## config.mk

```make
export PLATFORM = sky130hd
export DESIGN_NAME = mac_array_pipe
export DESIGN_NICKNAME = d
export VERILOG_FILES = /design/src/rtl/mac_array_pipe.sv
export SDC_FILE = /design/constraint.sdc
export NUM_CORES = 1
export LEC_CHECK = 0
export CORE_MARGIN = 2
export CORE_UTILIZATION = 39
export CTS_CLUSTER_SIZE = 20
export DETAILED_ROUTE_END_ITERATION = 8
export GPL_ROUTABILITY_DRIVEN = 0
export PLACE_DENSITY_LB_ADDON = 0.15
export SETUP_SLACK_MARGIN = 0.5
export SLEW_MARGIN = 20
export SYNTH_ARGS = -nofsm -noshare
export SYNTH_HDL_FRONTEND = slang
export SYNTH_SLANG_ARGS = --single-unit
```

## constraint.sdc

```tcl
create_clock -name clk -period 4.84 [get_ports clk]
set_clock_uncertainty 0.15 [all_clocks]
set_input_delay 0.968 -clock clk [delete_from_list [all_inputs] [get_ports clk]]
set_output_delay 0.968 -clock clk [all_outputs]
set_load 0.01 [all_outputs]
```

## src/rtl/mac_array_pipe.sv

```systemverilog
// Multi-lane pipelined signed dot-product engine: S1 registers products, S2 accumulates LEN terms.
// Define MAC_ARRAY_SATURATE_EN for saturating accumulation with a per-lane sat_flag; otherwise wraps.
module mac_array_pipe #(
    parameter int LANES  = 4,
    parameter int DATA_W = 8,
    parameter int ACC_W  = 19,
    parameter int LEN    = 8
) (
    input  logic                     clk,
    input  logic                     rst_n,
    input  logic                     acc_clear,
    input  logic                     in_valid,
    output logic                     in_ready,
    input  logic [LANES*DATA_W-1:0]  a_in,
    input  logic [LANES*DATA_W-1:0]  b_in,
    output logic                     out_valid,
    input  logic                     out_ready,
    output logic [LANES*ACC_W-1:0]   result,
    output logic [LANES-1:0]         sat_flag
);

    localparam int PROD_W = 2 * DATA_W;
    localparam int CNT_W  = (LEN > 1) ? $clog2(LEN) : 1;
    localparam logic [CNT_W-1:0] LAST_CNT = CNT_W'(LEN - 1);

    logic                     s1_valid;
    logic                     s1_last;
    logic [CNT_W-1:0]         term_cnt;
    logic signed [PROD_W-1:0] s1_prod  [LANES];
    logic signed [PROD_W-1:0] prod     [LANES];
    logic signed [ACC_W-1:0]  acc      [LANES];
    logic signed [ACC_W-1:0]  acc_base [LANES];
    logic signed [ACC_W-1:0]  sum      [LANES];
    logic                     acc_first;
    logic                     s2_advance;
    logic                     s2_fire;
    logic                     accept;

    // A last term may only leave S1 when the result register is free or draining.
    assign s2_advance = s1_valid && (!s1_last || !out_valid || out_ready);
    assign s2_fire    = s2_advance && !acc_clear;
    assign in_ready   = !acc_clear && (!s1_valid || s2_advance);
    assign accept     = in_valid && in_ready;

`ifdef MAC_ARRAY_SATURATE_EN
    localparam logic signed [ACC_W-1:0] ACC_MAX = {1'b0, {(ACC_W-1){1'b1}}};
    localparam logic signed [ACC_W-1:0] ACC_MIN = {1'b1, {(ACC_W-1){1'b0}}};
    logic signed [ACC_W:0] sum_wide [LANES];
    logic [LANES-1:0]      lane_sat;
    logic [LANES-1:0]      sticky;
    logic [LANES-1:0]      sticky_next;
    logic [LANES-1:0]      sat_q;
`endif

    always_comb begin
        for (int i = 0; i < LANES; i++) begin
            prod[i]     = PROD_W'($signed(a_in[i*DATA_W +: DATA_W])) *
                          PROD_W'($signed(b_in[i*DATA_W +: DATA_W]));
            acc_base[i] = acc_first ? '0 : acc[i];
`ifdef MAC_ARRAY_SATURATE_EN
            sum_wide[i] = (ACC_W+1)'(acc_base[i]) + (ACC_W+1)'(s1_prod[i]);
            lane_sat[i] = sum_wide[i][ACC_W] != sum_wide[i][ACC_W-1];
            if (!lane_sat[i])
                sum[i] = sum_wide[i][ACC_W-1:0];
            else if (sum_wide[i][ACC_W])
                sum[i] = ACC_MIN;
            else
                sum[i] = ACC_MAX;
`else
            sum[i] = acc_base[i] + ACC_W'(s1_prod[i]);
`endif
        end
    end

    always_ff @(posedge clk or negedge rst_n) begin
        if (!rst_n) begin
            s1_valid <= 1'b0;
            s1_last  <= 1'b0;
            term_cnt <= '0;
            for (int i = 0; i < LANES; i++) s1_prod[i] <= '0;
        end else if (acc_clear) begin
            s1_valid <= 1'b0;
            term_cnt <= '0;
        end else if (accept) begin
            s1_valid <= 1'b1;
            s1_last  <= (term_cnt == LAST_CNT);
            term_cnt <= (term_cnt == LAST_CNT) ? '0 : term_cnt + CNT_W'(1);
            for (int i = 0; i < LANES; i++) s1_prod[i] <= prod[i];
        end else if (s2_advance) begin
            s1_valid <= 1'b0;
        end
    end

    always_ff @(posedge clk or negedge rst_n) begin
        if (!rst_n) begin
            acc_first <= 1'b1;
            out_valid <= 1'b0;
            result    <= '0;
            for (int i = 0; i < LANES; i++) acc[i] <= '0;
        end else begin
            if (acc_clear) begin
                acc_first <= 1'b1;
            end else if (s2_fire) begin
                if (s1_last) begin
                    for (int i = 0; i < LANES; i++) result[i*ACC_W +: ACC_W] <= sum[i];
                    acc_first <= 1'b1;
                end else begin
                    for (int i = 0; i < LANES; i++) acc[i] <= sum[i];
                    acc_first <= 1'b0;
                end
            end
            if (s2_fire && s1_last)
                out_valid <= 1'b1;
            else if (out_ready)
                out_valid <= 1'b0;
        end
    end

`ifdef MAC_ARRAY_SATURATE_EN
    // Sticky restarts with the first term of each dot product.
    assign sticky_next = (acc_first ? '0 : sticky) | lane_sat;

    always_ff @(posedge clk or negedge rst_n) begin
        if (!rst_n) begin
            sticky <= '0;
            sat_q  <= '0;
        end else if (acc_clear) begin
            sticky <= '0;
        end else if (s2_fire) begin
            if (s1_last) begin
                sat_q  <= sticky_next;
                sticky <= '0;
            end else begin
                sticky <= sticky_next;
            end
        end
    end

    assign sat_flag = sat_q;
`else
    assign sat_flag = '0;
`endif

endmodule

```

run_1/cell_classes.png
The bar under the picture is 50 µm long.
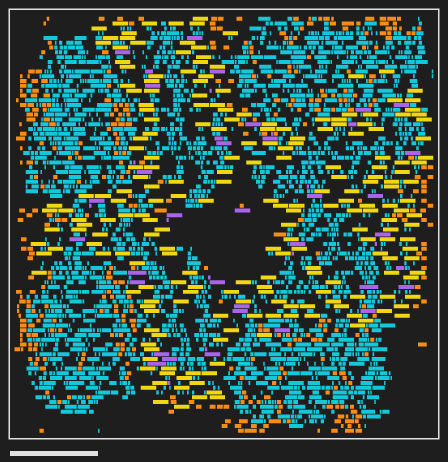
| colour | class | cells | share of their area |
|---|---|---|---|
| purple | clock drivers and dummy loads | 47 | 3.3% |
| cyan | all other logic | 2156 | 64% |
| orange | other buffers and delay cells | 378 | 12% |
| yellow | flip-flops | 223 | 20% |

run_1/final_congestion.png
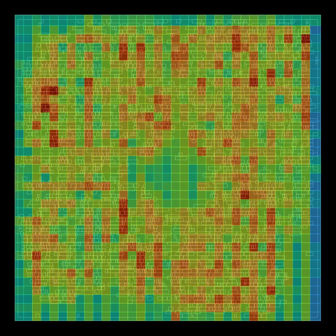
overall track demand over capacity in global routing: 0.1813
met3 usage: 0.01913
layer with the highest usage: met2
GR Layer Usage met1: 0.2483

run_1/metal_stack.png
The bar under the picture is 50 µm long. Two of the layers only.
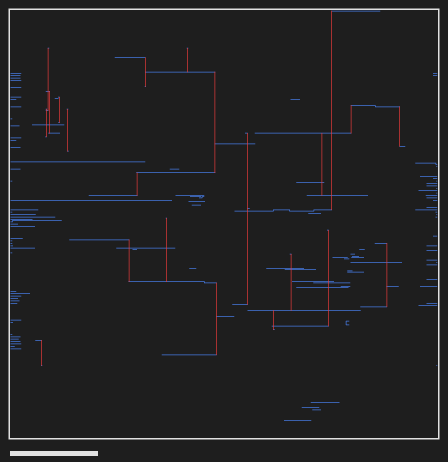
| colour | layer | wire length |
|---|---|---|
| blue | met3 | 1580 µm |
| red | met4 | 745 µm |
routed wire length: 52550 µm
average routed wire per standard cell: 14.76 µm
via count: 17450

run_1/gate_families.png
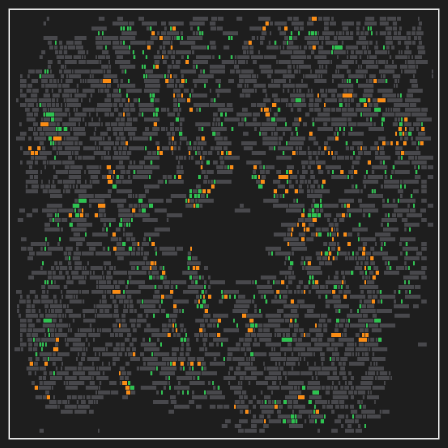
| colour | family | cells | most used |
|---|---|---|---|
| green | NAND gates | 374 | nand2_1 |
| orange | NOR gates | 202 | nor2b_1 |

==> tab_implementation.tex, run 1 <==
% Synthesis and place-and-route results
\begin{tabular}{lr}
\hline
Metric & Value \\
\hline
\multicolumn{2}{l}{\textbf{Power}} \\
Cell-internal power & 8.067 mW \\
Reg power frac & 0.203 \\
Power drawn by the sequential cells & 2.73 mW \\
Logic pwr share & 0.641 \\
Switching Fraction & 0.4003 \\
Total leakage power & 13.45 nW \\
Leading power group & combinational cells \\
Clock network fraction of design power & 0.156 \\
\multicolumn{2}{l}{\textbf{Finish}} \\
Flip-flop and latch area & 5582 µm² \\
Post-synthesis to final-layout area growth & 27.20\% \\
Sequential cell count & 223 \\
Regs by FF count & acc: 76 flops, result: 76 flops, s1\_prod: 64 flops \\
Gate Area & 16220 µm² \\
\#MultiIn Comb & 1808 \\
Most frequent logic cell in the layout & inv\_1 \\
Number of non-filler instances in the completed layout & 3561 \\
Number of non-clock inverters & 348 \\
Count of buffers not belonging to the clock network in the layout & 378 \\
Final layout net count & 3270 \\
Cell class ranked first by area & logic gates \\
Util after Layout & 0.5025 \\
Commonest non-fill, non-tap cells in the layout & inv\_1, nand2\_1, dfrtp\_1 \\
Register share of the cell area & 0.1970 \\
Proportion of layout cells with a drive suffix above 1 & 0.2136 \\
Clock buffer and inverter area fraction after layout & 0.03237 \\
\multicolumn{2}{l}{\textbf{Critical path}} \\
Maximum fanout along the worst path & 3 \\
Critical path, cell by cell & buf\_6 -> and2\_4 -> fa\_1 -> inv\_2 -> fa\_1 -> inv\_2 -> fa\_1 -> inv\_1 -> fa\_1 -> inv\_2 -> ha\_4 -> and2\_4 -> a22o\_1 -> buf\_4 -> buf\_6 -> or2\_4 -> o21a\_1 -> a21oi\_2 -> xor2\_1 -> o21ai\_1 \\
Crit path required time & 5100 ps \\
Worst reg2reg path endpoint & acc[54] \\
Path type of the worst setup path & in2reg \\
CP most frequent cell & fa\_1 \\
CP Depth & 20 \\
Critical Path Start Type & input pin \\
\multicolumn{2}{l}{\textbf{Synth}} \\
Largest family of logic cells by area & adder cells \\
Share of the yosys chip area belonging to registers & 0.2506 \\
Number of warnings printed during yosys synthesis & 0 \\
Most frequently used cell type in the post-synthesis netlist & inv\_1 \\
Distinct cell type count of the synthesized netlist & 74 \\
Cell area after synthesis & 22280 µm² \\
Number of flops mapped to enable cells by yosys & 0 \\
Adder-cell area share of the yosys netlist & 0.3080 \\
Yosys reg bits & 223 \\
Proportion of register bits with asynchronous set or reset after synthesis & 1.000 \\
Main synth FF type & dfrtp\_1 \\
Gate count after technology mapping & 2444 \\
Xor-xnor portion of the synthesized cell area & 0.04016 \\
Library cell occupying the most area in the post-synthesis netlist & dfrtp\_1 \\
Commonest cells in the synthesized netlist & inv\_1, nand2\_1, fa\_1 \\
\multicolumn{2}{l}{\textbf{Clocking}} \\
Root Buffer & clkbuf\_16 \\
TritonCTS Buffers & 28 \\
CTS hold repair buffers & 0 \\
Count of clock tree sinks & 223 \\
Clk ins delay skew pair & 550 ps \\
\multicolumn{2}{l}{\textbf{Run}} \\
Log Warnings & 32 \\
\multicolumn{2}{l}{\textbf{GRT}} \\
Number of global-route vias before repair & 18280 \\
Global-route track usage on met2 & 0.3129 \\
Wire length of the first global-routing pass & 90000 µm \\
Leftover overflow at the end of global routing & 0 \\
\multicolumn{2}{l}{\textbf{Placed design}} \\
Port bufs & 146 \\
Total cell area at the placement stage & 26390 µm² \\
\multicolumn{2}{l}{\textbf{Status}} \\
Result of the run & finished, final reports clean \\
\multicolumn{2}{l}{\textbf{Die}} \\
Row count & 87 \\
I/O pin total & 151 \\
Number of tap cells inserted & 756 \\
Die area & 59050 µm² \\
Die H & 243.0 µm \\
\multicolumn{2}{l}{\textbf{Timing}} \\
Final min period & 4691 ps \\
Period utilisation layout & 0.9693 \\
Setup repair after global routing missed its margin & true \\
Achievable clock frequency & 0.2132 GHz \\
Worst setup slack after layout & 148.5 ps \\
Number of endpoints failing setup at the final stage & 0 \\
\multicolumn{2}{l}{\textbf{Route}} \\
Remaining routing DRC violations & 0 \\
\hline
\end{tabular}
run_1/registers.png
The bar under the picture is 50 µm long. Other sequential cells in the stronger grey, the rest of the logic in the fainter grey.
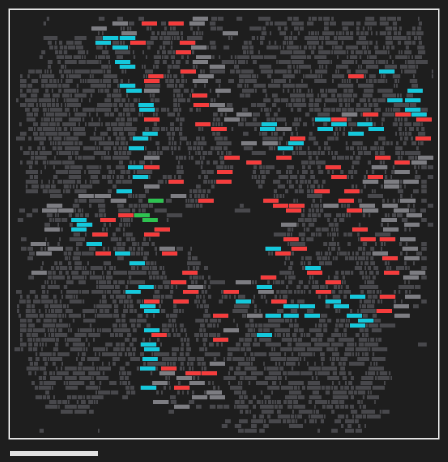

==> run 1 -> run 2 <==
- CORE_MARGIN: 2 -> 1
- CORE_UTILIZATION: 39 -> 50
- SETUP_SLACK_MARGIN: 0.5 -> 0.3
run_2/registers.png
The bar under the picture is 50 µm long. Other sequential cells in the stronger grey, the rest of the logic in the fainter grey.
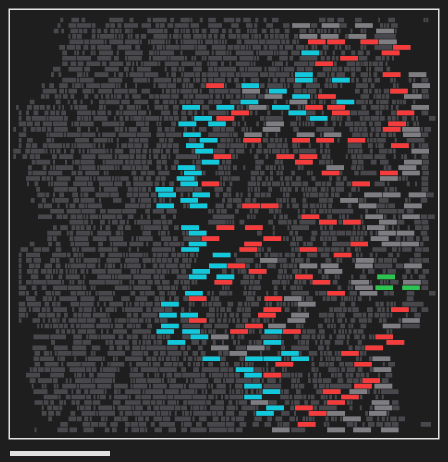
| colour | name in the netlist | placed flops |
|---|---|---|
| cyan | `s1_prod` | 64 |
| red | `acc` | 76 |
| green | `term_cnt` | 3 |
not coloured: 80

==> tab_implementation.tex, run 2 <==
% Synthesis and place-and-route results
\begin{tabular}{lr}
\hline
Metric & Value \\
\hline
\multicolumn{2}{l}{\textbf{Timing}} \\
Number of endpoints failing setup at the final stage & 0 (unchanged) \\
Final min period & 4750 ps (+58.11 ps) \\
Worst setup slack after layout & 90.41 ps (-58.11 ps) \\
Achievable clock frequency & 0.2105 GHz (-1.2\%) \\
Period utilisation layout & 0.9813 (+0.01201) \\
Setup repair after global routing missed its margin & true \\
\multicolumn{2}{l}{\textbf{Power}} \\
Leading power group & combinational cells \\
Reg power frac & 0.202 (about the same) \\
Clock network fraction of design power & 0.146 (-0.010) \\
Cell-internal power & 8.202 mW (+1.7\%) \\
Total leakage power & 13.54 nW (+0.71\%) \\
\multicolumn{2}{l}{\textbf{Synth}} \\
Distinct cell type count of the synthesized netlist & 74 (unchanged) \\
Number of warnings printed during yosys synthesis & 0 (unchanged) \\
Largest family of logic cells by area & adder cells \\
Gate count after technology mapping & 2444 (unchanged) \\
Adder-cell area share of the yosys netlist & 0.3080 (unchanged) \\
Number of flops mapped to enable cells by yosys & 0 (unchanged) \\
Proportion of register bits with asynchronous set or reset after synthesis & 1.000 (unchanged) \\
Xor-xnor portion of the synthesized cell area & 0.04016 (unchanged) \\
\multicolumn{2}{l}{\textbf{Critical path}} \\
Worst reg2reg path endpoint & result[35] \\
Maximum fanout along the worst path & 3 (unchanged) \\
Critical Path Start Type & input pin \\
CP Depth & 18 (-10\%) \\
Path type of the worst setup path & in2reg \\
Crit path required time & 5060 ps (-40 ps) \\
\multicolumn{2}{l}{\textbf{Finish}} \\
Number of non-clock inverters & 348 (unchanged) \\
Final layout net count & 3295 (+0.76\%) \\
Gate Area & 16190 µm² (-0.18\%) \\
Number of non-filler instances in the completed layout & 3413 (-4.2\%) \\
Most frequent logic cell in the layout & inv\_1 \\
\#MultiIn Comb & 1808 (unchanged) \\
Util after Layout & 0.6467 (+0.1442) \\
Proportion of layout cells with a drive suffix above 1 & 0.2168 (+0.003138) \\
Flip-flop and latch area & 5582 µm² (unchanged) \\
Cell class ranked first by area & logic gates \\
Regs by FF count & acc: 76 flops, result: 76 flops, s1\_prod: 64 flops \\
Clock buffer and inverter area fraction after layout & 0.03034 (-0.002024) \\
Register share of the cell area & 0.1982 (+0.001199) \\
Commonest non-fill, non-tap cells in the layout & inv\_1, nand2\_1, buf\_4 \\
\multicolumn{2}{l}{\textbf{Route}} \\
Remaining routing DRC violations & 0 (unchanged) \\
Average routed wire per standard cell & 15.56 µm (+5.5\%) \\
Via count & 17630 (+1.0\%) \\
Routed wire length & 53110 µm (+1.1\%) \\
\multicolumn{2}{l}{\textbf{Die}} \\
I/O pin total & 151 (unchanged) \\
Die area & 45400 µm² (-23\%) \\
Number of tap cells inserted & 585 (-23\%) \\
Die H & 213.1 µm (-12\%) \\
\multicolumn{2}{l}{\textbf{GRT}} \\
Wire length of the first global-routing pass & 88430 µm (-1.7\%) \\
Met3 usage & 0.01971 (+0.0005801) \\
Overall track demand over capacity in global routing & 0.2393 (+0.05791) \\
Number of global-route vias before repair & 17980 (-1.7\%) \\
GR Layer Usage met1 & 0.3669 (+0.1186) \\
Global-route track usage on met2 & 0.3734 (+0.06042) \\
\multicolumn{2}{l}{\textbf{Clocking}} \\
CTS hold repair buffers & 0 (unchanged) \\
Clk ins delay skew pair & 540 ps (about the same) \\
Count of clock tree sinks & 223 (unchanged) \\
\multicolumn{2}{l}{\textbf{Status}} \\
Result of the run & finished, final reports clean \\
\multicolumn{2}{l}{\textbf{Placed design}} \\
Total cell area at the placement stage & 26280 µm² (-0.42\%) \\
\hline
\end{tabular}
run_2/final_congestion.png
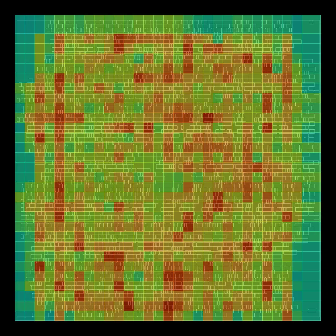

==> run 2 -> run 3 <==
- RECOVER_POWER: unset -> 25
- TNS_END_PERCENT: unset -> 1
run_3/final_congestion.png
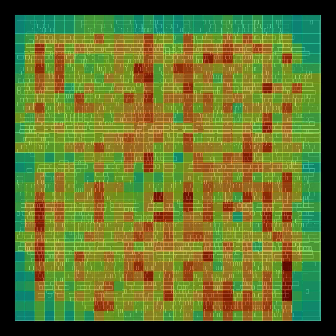
GR Layer Usage met1: 0.3046
Util after Layout: 0.6216
overall track demand over capacity in global routing: 0.2289
global-route track usage on met2: 0.4016
average routed wire per standard cell: 14.79 µm

==> tab_implementation.tex, run 3 <==
% Synthesis and place-and-route results
\begin{tabular}{lr}
\hline
Metric & Value \\
\hline
\multicolumn{2}{l}{\textbf{Status}} \\
Result of the run & complete, but fails checks \\
Violations in the final reports & max-capacitance violations, max-slew violations \\
\multicolumn{2}{l}{\textbf{Synth}} \\
Proportion of register bits with asynchronous set or reset after synthesis & 1.000 (unchanged) \\
Distinct cell type count of the synthesized netlist & 74 (unchanged) \\
Commonest cells in the synthesized netlist & inv\_1, nand2\_1, fa\_1 \\
Yosys reg bits & 223 \\
Gate count after technology mapping & 2444 (unchanged) \\
Library cell occupying the most area in the post-synthesis netlist & dfrtp\_1 \\
Xor-xnor portion of the synthesized cell area & 0.04016 (unchanged) \\
Number of warnings printed during yosys synthesis & 0 (unchanged) \\
Number of flops mapped to enable cells by yosys & 0 (unchanged) \\
Top area contributor share & 0.2494 \\
Main synth FF type & dfrtp\_1 \\
Yosys stat area & 22280 µm² \\
Largest family of logic cells by area & adder cells \\
Adder-cell area share of the yosys netlist & 0.3080 (unchanged) \\
\multicolumn{2}{l}{\textbf{Critical path}} \\
Data arrival at the endpoint of the critical path & 5020 ps \\
Path type of the worst setup path & in2reg \\
Buffers and inverters on the worst path & 6 \\
CP Depth & 18 (unchanged) \\
Worst reg2reg path endpoint & acc[70] \\
Maximum fanout along the worst path & 3 (unchanged) \\
Critical Path Start Type & input pin \\
Crit path required time & 5100 ps (+40 ps) \\
\multicolumn{2}{l}{\textbf{Power}} \\
Total net switching power & 4.929 mW \\
Reg power frac & 0.223 (+0.021) \\
Total leakage power & 13.20 nW (-2.5\%) \\
Logic pwr share & 0.617 \\
VDD IR max & 0.2830 mV \\
Cell-internal power & 7.315 mW (-11\%) \\
Clock network fraction of design power & 0.160 (+0.014) \\
Leading power group & combinational cells \\
\multicolumn{2}{l}{\textbf{Finish}} \\
Most frequent logic cell in the layout & inv\_1 \\
Clock buffer and inverter area fraction after layout & 0.03092 (+0.0005772) \\
\#MultiIn Comb & 1808 (unchanged) \\
Flip-flop and latch area & 5582 µm² (unchanged) \\
Cell class ranked first by area & logic gates \\
Proportion of layout cells with a drive suffix above 1 & 0.1555 (-0.06129) \\
Fraction of cell area in non-clock buffers & 0.1136 \\
Number of non-filler instances in the completed layout & 3370 (-1.3\%) \\
Regs by FF count & acc: 76 flops, result: 76 flops, s1\_prod: 64 flops \\
Gate Area & 15540 µm² (-4.0\%) \\
Number of non-clock inverters & 348 (unchanged) \\
Commonest non-fill, non-tap cells in the layout & inv\_1, nand2\_1, dfrtp\_1 \\
Register share of the cell area & 0.2062 (+0.007996) \\
Number of clock-tree buffers in the layout & 32 \\
Final layout net count & 3252 (-1.3\%) \\
Count of buffers not belonging to the clock network in the layout & 363 \\
Sequential cell count & 223 \\
\multicolumn{2}{l}{\textbf{Die}} \\
Number of tap cells inserted & 585 (unchanged) \\
Die H & 213.1 µm (unchanged) \\
I/O pin total & 151 (unchanged) \\
Die area & 45400 µm² (unchanged) \\
\multicolumn{2}{l}{\textbf{Timing}} \\
Worst setup slack after layout & 79.62 ps (-10.79 ps) \\
Final min period & 4760 ps (+10.79 ps) \\
Number of endpoints failing setup at the final stage & 0 (unchanged) \\
Setup repair after global routing missed its margin & true \\
Pin slew with the least headroom to its limit & 2375 ps \\
Number of pins with negative max-slew slack in the final report & 94 \\
Aggregate negative setup slack & 0 ps \\
Period utilisation layout & 0.9835 (+0.002230) \\
Achievable clock frequency & 0.2101 GHz (-0.23\%) \\
\multicolumn{2}{l}{\textbf{GRT}} \\
Wire length of the first global-routing pass & 85720 µm (-3.1\%) \\
Number of global-route vias before repair & 18150 (+0.95\%) \\
Met3 usage & 0.02368 (+0.003971) \\
\multicolumn{2}{l}{\textbf{Placed design}} \\
Total cell area at the placement stage & 25830 µm² (-1.7\%) \\
\multicolumn{2}{l}{\textbf{Run}} \\
Max cap viols & 1 \\
\multicolumn{2}{l}{\textbf{Route}} \\
Remaining routing DRC violations & 0 (unchanged) \\
Via/cell ratio & 5.209 \\
Via count & 17560 (-0.44\%) \\
Routed wire length & 49840 µm (-6.2\%) \\
Initial DRC count & 848 \\
\multicolumn{2}{l}{\textbf{Clocking}} \\
Clock tree from TritonCTS & built \\
Clk ins delay skew pair & 540 ps (about the same) \\
CTS hold repair buffers & 0 (unchanged) \\
Count of clock tree sinks & 223 (unchanged) \\
\multicolumn{2}{l}{\textbf{Min path}} \\
Worst Min Path Start & acc[44] \\
Worst hold path stage count & 2 \\
\hline
\end{tabular}
No activity file was given, so power comes from the tool's default toggle rates.
